### The clock network, run 1

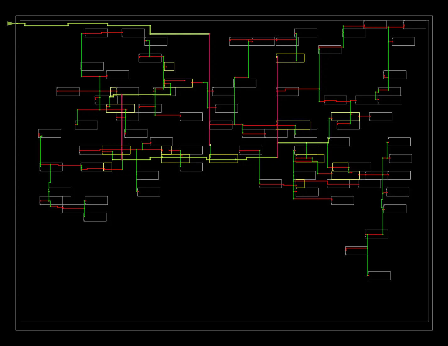
### Gate families picked out, run 1

Scale: 3 px per micron.
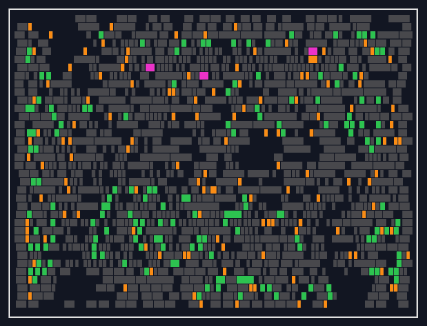
### Metal layers overlaid, run 1

Scale: 3 px per micron.
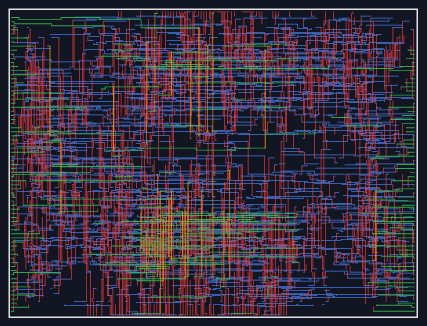
## src/rtl/wb_stage_p_pkg.sv

```systemverilog
// Shared constants for the write-back stage: data width, default result
// source indices and the RV32I load funct3 encodings.
package wb_stage_p_pkg;

  localparam int unsigned XLEN = 32;

  // Default source indices into the flattened src_data bus
  localparam int unsigned SRC_ALU   = 0;
  localparam int unsigned SRC_LOAD  = 1;
  localparam int unsigned SRC_PC4   = 2;
  localparam int unsigned SRC_IMM   = 3;
  localparam int unsigned SRC_AUIPC = 4;

  // Load funct3 encodings
  localparam logic [2:0] F3_LB  = 3'b000;
  localparam logic [2:0] F3_LH  = 3'b001;
  localparam logic [2:0] F3_LW  = 3'b010;
  localparam logic [2:0] F3_LBU = 3'b100;
  localparam logic [2:0] F3_LHU = 3'b101;

endpackage

```

## src/rtl/wb_stage_p_load_align.sv

```systemverilog
// wb_load_align: combinational load-data aligner for RV32I loads.
// Ports:
//   raw    - raw memory read word
//   funct3 - load type
//   off    - byte offset of the load address
//   data   - aligned, sign/zero-extended load result (0 on error)
//   err    - misaligned offset or illegal funct3
module wb_load_align
  import wb_stage_p_pkg::F3_LB;
  import wb_stage_p_pkg::F3_LH;
  import wb_stage_p_pkg::F3_LW;
  import wb_stage_p_pkg::F3_LBU;
  import wb_stage_p_pkg::F3_LHU;
#(
  parameter int unsigned XLEN = wb_stage_p_pkg::XLEN
) (
  input  logic [XLEN-1:0] raw,
  input  logic [2:0]      funct3,
  input  logic [1:0]      off,
  output logic [XLEN-1:0] data,
  output logic            err
);

  logic [7:0]  byte_sel;
  logic [15:0] half_sel;

  // Pick the addressed byte and half-word lanes
  always_comb begin
    byte_sel = raw[7:0];
    case (off)
      2'd0:    byte_sel = raw[7:0];
      2'd1:    byte_sel = raw[15:8];
      2'd2:    byte_sel = raw[23:16];
      default: byte_sel = raw[31:24];
    endcase
    half_sel = off[1] ? raw[31:16] : raw[15:0];
  end

  // Extension and error decode
  always_comb begin
    data = '0;
    err  = 1'b0;
    case (funct3)
      F3_LB:  data = {{(XLEN-8){byte_sel[7]}}, byte_sel};
      F3_LBU: data = {{(XLEN-8){1'b0}}, byte_sel};
      F3_LH: begin
        if (off[0]) err  = 1'b1;
        else        data = {{(XLEN-16){half_sel[15]}}, half_sel};
      end
      F3_LHU: begin
        if (off[0]) err  = 1'b1;
        else        data = {{(XLEN-16){1'b0}}, half_sel};
      end
      F3_LW: begin
        if (off != 2'd0) err  = 1'b1;
        else             data = raw;
      end
      default: err = 1'b1;
    endcase
  end

endmodule

```

## src/rtl/wb_stage_p.sv

```systemverilog
// wb_stage_p: write-back result select, load alignment and a one-entry
// valid/ready output register driving the register-file write port.
// Ports:
//   clk, rst_n              - clock, synchronous active-low reset
//   in_valid / in_ready     - upstream handshake (in_ready combinational)
//   src_data                - NUM_SRC flattened XLEN-bit result sources
//   wb_sel                  - source select (>= NUM_SRC selects zero)
//   ld_funct3, ld_addr_lo   - load type and byte offset for LOAD_SRC
//   reg_we, rd_addr         - instruction destination write intent
//   out_ready / out_valid   - downstream handshake
//   rf_we, rf_waddr, rf_wdata - register-file write port
//   wb_err                  - held transaction is a bad load
//   retire_cnt              - completed output handshakes (wraps)
module wb_stage_p #(
  parameter int unsigned XLEN     = wb_stage_p_pkg::XLEN,
  parameter int unsigned NUM_SRC  = 5,
  parameter int unsigned SEL_W    = 3,
  parameter int unsigned LOAD_SRC = wb_stage_p_pkg::SRC_LOAD,
  parameter int unsigned RA_W     = 5,
  parameter int unsigned CNT_W    = 32
) (
  input  logic                    clk,
  input  logic                    rst_n,
  input  logic                    in_valid,
  output logic                    in_ready,
  input  logic [NUM_SRC*XLEN-1:0] src_data,
  input  logic [SEL_W-1:0]        wb_sel,
  input  logic [2:0]              ld_funct3,
  input  logic [1:0]              ld_addr_lo,
  input  logic                    reg_we,
  input  logic [RA_W-1:0]         rd_addr,
  input  logic                    out_ready,
  output logic                    out_valid,
  output logic                    rf_we,
  output logic [RA_W-1:0]         rf_waddr,
  output logic [XLEN-1:0]         rf_wdata,
  output logic                    wb_err,
  output logic [CNT_W-1:0]        retire_cnt
);

  logic [XLEN-1:0] mux_data;
  logic [XLEN-1:0] load_raw;
  logic [XLEN-1:0] load_data;
  logic            load_err;
  logic [XLEN-1:0] nxt_data;
  logic            nxt_err;
  logic            nxt_we;
  logic            capture;
  logic            drain;

  logic            valid_q;
  logic            we_q;
  logic            err_q;
  logic [RA_W-1:0] waddr_q;
  logic [XLEN-1:0] wdata_q;
  logic [CNT_W-1:0] cnt_q;

  assign load_raw = src_data[LOAD_SRC*XLEN +: XLEN];

  wb_load_align #(
    .XLEN (XLEN)
  ) u_align (
    .raw    (load_raw),
    .funct3 (ld_funct3),
    .off    (ld_addr_lo),
    .data   (load_data),
    .err    (load_err)
  );

  // Source mux; out-of-range selects fall through to zero
  always_comb begin
    mux_data = '0;
    for (int unsigned i = 0; i < NUM_SRC; i++) begin
      if (wb_sel == SEL_W'(i)) mux_data = src_data[i*XLEN +: XLEN];
    end
  end

  // Only the load source is aligned and can raise an error
  always_comb begin
    nxt_data = mux_data;
    nxt_err  = 1'b0;
    if (wb_sel == SEL_W'(LOAD_SRC)) begin
      nxt_data = load_data;
      nxt_err  = load_err;
    end
    nxt_we = reg_we && (rd_addr != '0) && !nxt_err;
  end

  assign in_ready = !valid_q || out_ready;
  assign capture  = in_valid && in_ready;
  assign drain    = valid_q && out_ready;

  // One-entry pipeline register and retire counter
  always_ff @(posedge clk) begin
    if (!rst_n) begin
      valid_q <= 1'b0;
      we_q    <= 1'b0;
      err_q   <= 1'b0;
      waddr_q <= '0;
      wdata_q <= '0;
      cnt_q   <= '0;
    end else begin
      if (capture) begin
        valid_q <= 1'b1;
        we_q    <= nxt_we;
        err_q   <= nxt_err;
        waddr_q <= rd_addr;
        wdata_q <= nxt_data;
      end else if (drain) begin
        valid_q <= 1'b0;
      end
      if (drain) cnt_q <= cnt_q + CNT_W'(1);
    end
  end

  assign out_valid  = valid_q;
  assign rf_we      = valid_q && we_q;
  assign rf_waddr   = waddr_q;
  assign rf_wdata   = wdata_q;
  assign wb_err     = valid_q && err_q;
  assign retire_cnt = cnt_q;

endmodule

```

## config.mk

```make
export PLATFORM = sky130hd
export DESIGN_NAME = wb_stage_p
export DESIGN_NICKNAME = d
export VERILOG_FILES = /design/src/rtl/wb_stage_p_pkg.sv /design/src/rtl/wb_stage_p_load_align.sv /design/src/rtl/wb_stage_p.sv
export SDC_FILE = /design/constraint.sdc
export NUM_CORES = 1
export LEC_CHECK = 0
export ABC_AREA = 1
export CAP_MARGIN = 20
export CORE_ASPECT_RATIO = 0.75
export CORE_UTILIZATION = 43
export CTS_CLUSTER_SIZE = 20
export DETAILED_ROUTE_END_ITERATION = 16
export GPL_ROUTABILITY_DRIVEN = 0
export HOLD_SLACK_MARGIN = 0.08
export PLACE_DENSITY = 0.82
export SYNTH_ARGS = -nofsm -noshare
export SYNTH_HDL_FRONTEND = slang
export SYNTH_HIERARCHICAL = 1
export SYNTH_SLANG_ARGS = --single-unit
```

## constraint.sdc

```tcl
create_clock -name clk -period 1.8 [get_ports clk]
set_input_delay 0.54 -clock clk [delete_from_list [all_inputs] [get_ports clk]]
set_output_delay 0.54 -clock clk [all_outputs]
set_load 0.02 [all_outputs]
```

==> flow_summary.toml, run 1 <==
# physical design summary
[logic_synthesis]
most_common_cell = "nand2_1"
synthCells = 1024
synth_top_cell_by_area = "dfxtp_1"
syn_area_per_cell_sq_um = 5.61
adder_share_pct = 0.218
yosysTopAreaCellShare_pct = 25.1
synth.net_count = 1203
async_reset_ff_share_pct = 0
synthAoiAreaFrac_pct = 13.0
ys_top_cells_by_area = "dfxtp_1 (25%), nand2_1 (24%), nor2_1 (10%), inv_1 (7.9%), a21oi_1 (6.4%)"
simple_gate_share_pct = 48.0
yosysSeqAreaShare_pct = 25.1
yosys_register_bits = 72
ys_cells = 1024

[timing]
max_freq_mhz = 568
maxSlewViolCount = 0
fin_hold_ws_ns = 0.470
setup_viol = 0
worst_slew_pin_slew_ns = 0.363
hold_viol_final = 0

[drt]
dr.pass1.iters = 7
ant_nets = 0
drt_iter0_markers = 758
routed-wl-met3_microns = 2300
met1_length_microns = 9300

[global_routing]
antenna_found_initial = 0
grt-ovfl-total = 0
grt_max_degree = 39

[clock_network]
hold_buffers = 0
cts-root-buf = "clkbuf_16"
cts_max_path_buffers = 2

[place]
hpwlAfterDp_microns = 17000

[critical_path]
crit_path_start_kind = "primary input"
path_delay_family = "simple AND/OR/NAND/NOR gates"
crit_cells = 13
slowest_stage = "dlygate4sd2_1"
rr_worst_depth = 9

[power]
p_per_area_nw_per_um2 = 529

[finish]
seq_area_sq_um = 1440
drive_gt1_share_pct = 12.8
sh_seq_area_pct = 15.3
n_fill_cell = 1134

[floorplan]
ios = 251
n_tap_cell = 171
fp-row-count = 36
die_w_microns = 136

[outcome]
outcome = "finished, final reports clean"
## Picture notes: 'The clock network'
clk latency late pin: 0.34 ns
# clk buffers: 10
CTS Buf Count: 9
Seq cells: 72
Power Clock: 1.84 mW

## Picture notes: 'Gate families picked out'
| family | color | cells |
|---|---|---|
| aoi and oai cells | green | 146 |
| inv cells | orange | 128 |
| xor and xnor cells | magenta | 3 |
Commonest Layout Cell: nand2_1
final non-filler cell total: 1496
Comb area share: 39.1%

## Picture notes: 'Metal layers overlaid'
| layer | color | wire length |
|---|---|---|
| metal 3 | green | 2300 microns |
| metal 1 | blue | 9300 microns |
| metal 4 | orange | 745 microns |
| metal 2 | red | 9930 microns |
total global-route track usage: 31.5%
wire length per cell: 14.9 microns
DRT Wirelength: 22300 microns
routed vias: 7584

-- run 1: power by group --
group	internal [mW]	leakage [nW]	switching [mW]
Combinational	0.734	3.88	0.685
Sequential	1.67	0.589	0.0487
Clock	1.12	0.145	0.724
-- run 1: how the worst min path moves through the flow --
stage	start	endpoint	slack (ns)	cells past startpoint
floorplan	we_q$_SDFFE_PN0P_	we_q$_SDFFE_PN0P_	0.44	2
global placement	we_q$_SDFFE_PN0P_	we_q$_SDFFE_PN0P_	0.46	2
detailed placement	we_q$_SDFFE_PN0P_	we_q$_SDFFE_PN0P_	0.46	2
CTS	we_q$_SDFFE_PN0P_	we_q$_SDFFE_PN0P_	0.47	2
global route	we_q$_SDFFE_PN0P_	we_q$_SDFFE_PN0P_	0.50	2
finish	we_q$_SDFFE_PN0P_	we_q$_SDFFE_PN0P_	0.47	2
-- run 1: sequential cells by signal, summed over array words and instances (netlist names) --
signal,cells
rf_waddr,5
we_q,1
retire_cnt,32
out_valid,1
err_q,1
rf_wdata,32
-- run 1: worst register-to-register path, cell delays in order, from the launching register on --
cell and delay, ns:
dfxtp_1 0.48, nand2_1 0.15, nor2_1 0.28, nand2_1 0.09, nor2_1 0.26, nand2_1 0.09, nand2_1 0.07, nand2_1 0.05
nand2_1 0.05, a21oi_1 0.05
-- run 1: through the flow --
step / TNS (ns) / setup WS, ns / util, % / std cells / cell area [sq um]
detailed placement: -23.14 / -0.549 / 68.1 / 1468 / 8860
floorplan: 0 / 0.127 / - / 1024 / 5750
CTS: -0.0180 / -0.00988 / 70.8 / 1493 / 9220
finish: 0 / 0.0402 / 72.2 / 1496 / 9400
global placement: -21.16 / -0.535 / 68.1 / 1468 / 8860
global route: -0.0224 / -0.0197 / 72.2 / 1496 / 9400
### Register map, names as in the netlist, run 1

Scale: 2 px per micron.
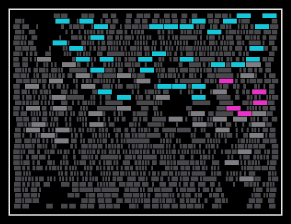

==> run 1 -> run 2 <==
- GPL_TIMING_DRIVEN: unset -> 0
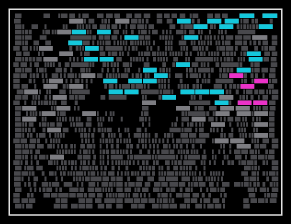
*Register map, names as in the netlist, run 2*
Scale: 2 px per micron.
| netlist name | color | sequential cells |
|---|---|---|
| rf_waddr | magenta | 5 |
| retire_cnt | cyan | 32 |
Finished Core Util: 69.1%
Seq/total area: 16.1%
sequential cell power: 1.71 mW

==> flow_summary.toml, run 2 <==
# physical design summary
[logic_synthesis]
syn_area_per_cell_sq_um = 5.61
synthCells = 1024
yosysSeqAreaShare_pct = 25.1
ys_cells = 1024
async_reset_ff_share_pct = 0
synth_top_cell_by_area = "dfxtp_1"
synth_cell_types = 38
yosys_register_bits = 72
most_common_cell = "nand2_1"
yosysTopAreaCellShare_pct = 25.1
synth.net_count = 1203
ys_top_cells_by_area = "dfxtp_1 (25%), nand2_1 (24%), nor2_1 (10%), inv_1 (7.9%), a21oi_1 (6.4%)"

[global_routing]
first_global_vias = 6732
grt_busiest_layer = "met2"
grtUsageTotal_pct = 32.1
antenna_found_initial = 1
grt_max_degree = 14
grt-ovfl-total = 0

[drt]
wl_microns = 22500
routed-wl-met3_microns = 2500
met1_length_microns = 9760
vias = 7425
ant_nets = 0
drt_iter0_markers = 723
dr.pass1.iters = 6
wl_per_cell_microns = 15.3

[finish]
stdcell_count = 1470
drive_gt1_share_pct = 10.8
n_fill_cell = 1196
lay_top_count = "nand2_1"
seq_area_sq_um = 1450
fin_area_sq_um = 8990

[power]
cell_internal_pwr_mw = 3.55
power_frac_comb_pct = 27.1
seqPwrFrac_pct = 34.3
p_sw_share_pct = 28.9
p_per_area_nw_per_um2 = 556
switching_power_mw = 1.44
power_frac_clock_pct = 38.6

[floorplan]
ios = 251
die_w_microns = 136
fp-row-count = 36
coreArea_sq_um = 13000
die_h_microns = 102

[timing]
hold_viol_final = 0
fin_hold_ws_ns = 0.485
tns_ns = 0
min_period_ns = 1.73
worst_slew_pin_slew_ns = 0.405
max_freq_mhz = 579
maxSlewViolCount = 0
layout_setup_ws_ns = 0.0735

[place]
placed_area_sq_um = 8460
pre_cts_ws_ns = -0.742
dp.cells = 1444
hpwlAfterDp_microns = 17600

[clock_network]
cts_max_path_buffers = 2
cts_buffers = 9

[critical_path]
crit_path_start_kind = "flip-flop"
path_class = "reg -> out"

[outcome]
outcome = "finished, final reports clean"
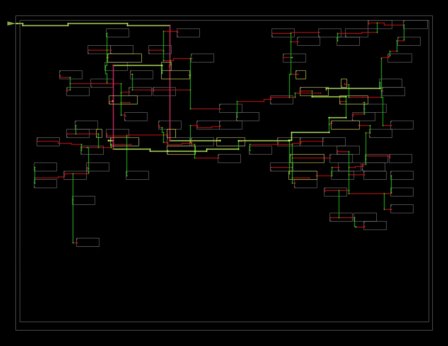
*The clock network, run 2*
Power Clock: 1.93 mW
clock sink count: 72
clk latency late pin: 0.33 ns

run 2: timing repair:
action / CTS / global route
gates resized: 115 / 65
hold endpoints to repair: 0 / 0
pin swaps: 2 / 10
cloned: 0 / 3
endpoints found under the setup margin: 118 / 38
setup buffers: 2 / 4
hold buffers: 0 / 0
run 2: critical path, stage by stage (launching register included):
cell and delay [ns]:
dfxtp_2 0.40, nand2_1 0.08, inv_1 0.05, dlygate4sd2_1 0.32
run 2: power groups by stage:
stage                     registers [mW]  clock network [mW]  logic (mW)
after floorplan                     1.83                   0       0.516
after global placement              1.74                   0        1.31
after detailed placement            1.75                   0        1.33
after CTS                           1.71                1.95        1.30
after global routing                1.72                2.02        1.47
final                               1.71                1.93        1.36
run 2: logic make-up (layout without fill, tap and decap cells):
logic type / after synthesis / after routing / share of synthesized area (%)
buf+inv: 173 / 447 / 13.2
flops: 72 / 72 / 25.1
compound gates: 147 / 147 / 13.0
xor+xnor: 3 / 3 / 0.457
fa+ha+maj: 1 / 1 / 0.218
other cells: 0 / 1 / 0
simple gates: 628 / 628 / 48.0
run 2: area by class of cell:
type                       instances  share of cell area (%)
antenna                            1                  0.0278
buffer                            45                    4.13
clock buffer                       9                    2.51
clock inverter                     7                    1.06
inverter                         128                    5.46
multi-input combinational        779                    40.6
sequential                        72                    16.1
tap                              171                    2.38
timing repair buffer             258                    27.8
run 2: final timing paths:
check / from / to / depth (start not counted)
hold / removal: rf_waddr[4]$_SDFFE_PN0P_ / rf_waddr[4]$_SDFFE_PN0P_ / 2
hold reg to reg: rf_waddr[4]$_SDFFE_PN0P_ / rf_waddr[4]$_SDFFE_PN0P_ / 2
setup reg to reg: retire_cnt[0]$_SDFFE_PN0P_ / retire_cnt[24]$_SDFFE_PN0P_ / 8
setup / recovery: out_valid$_SDFFE_PN0P_ / wb_err / 3
Power figures rest on the tool's default switching activity, not on a simulated workload.
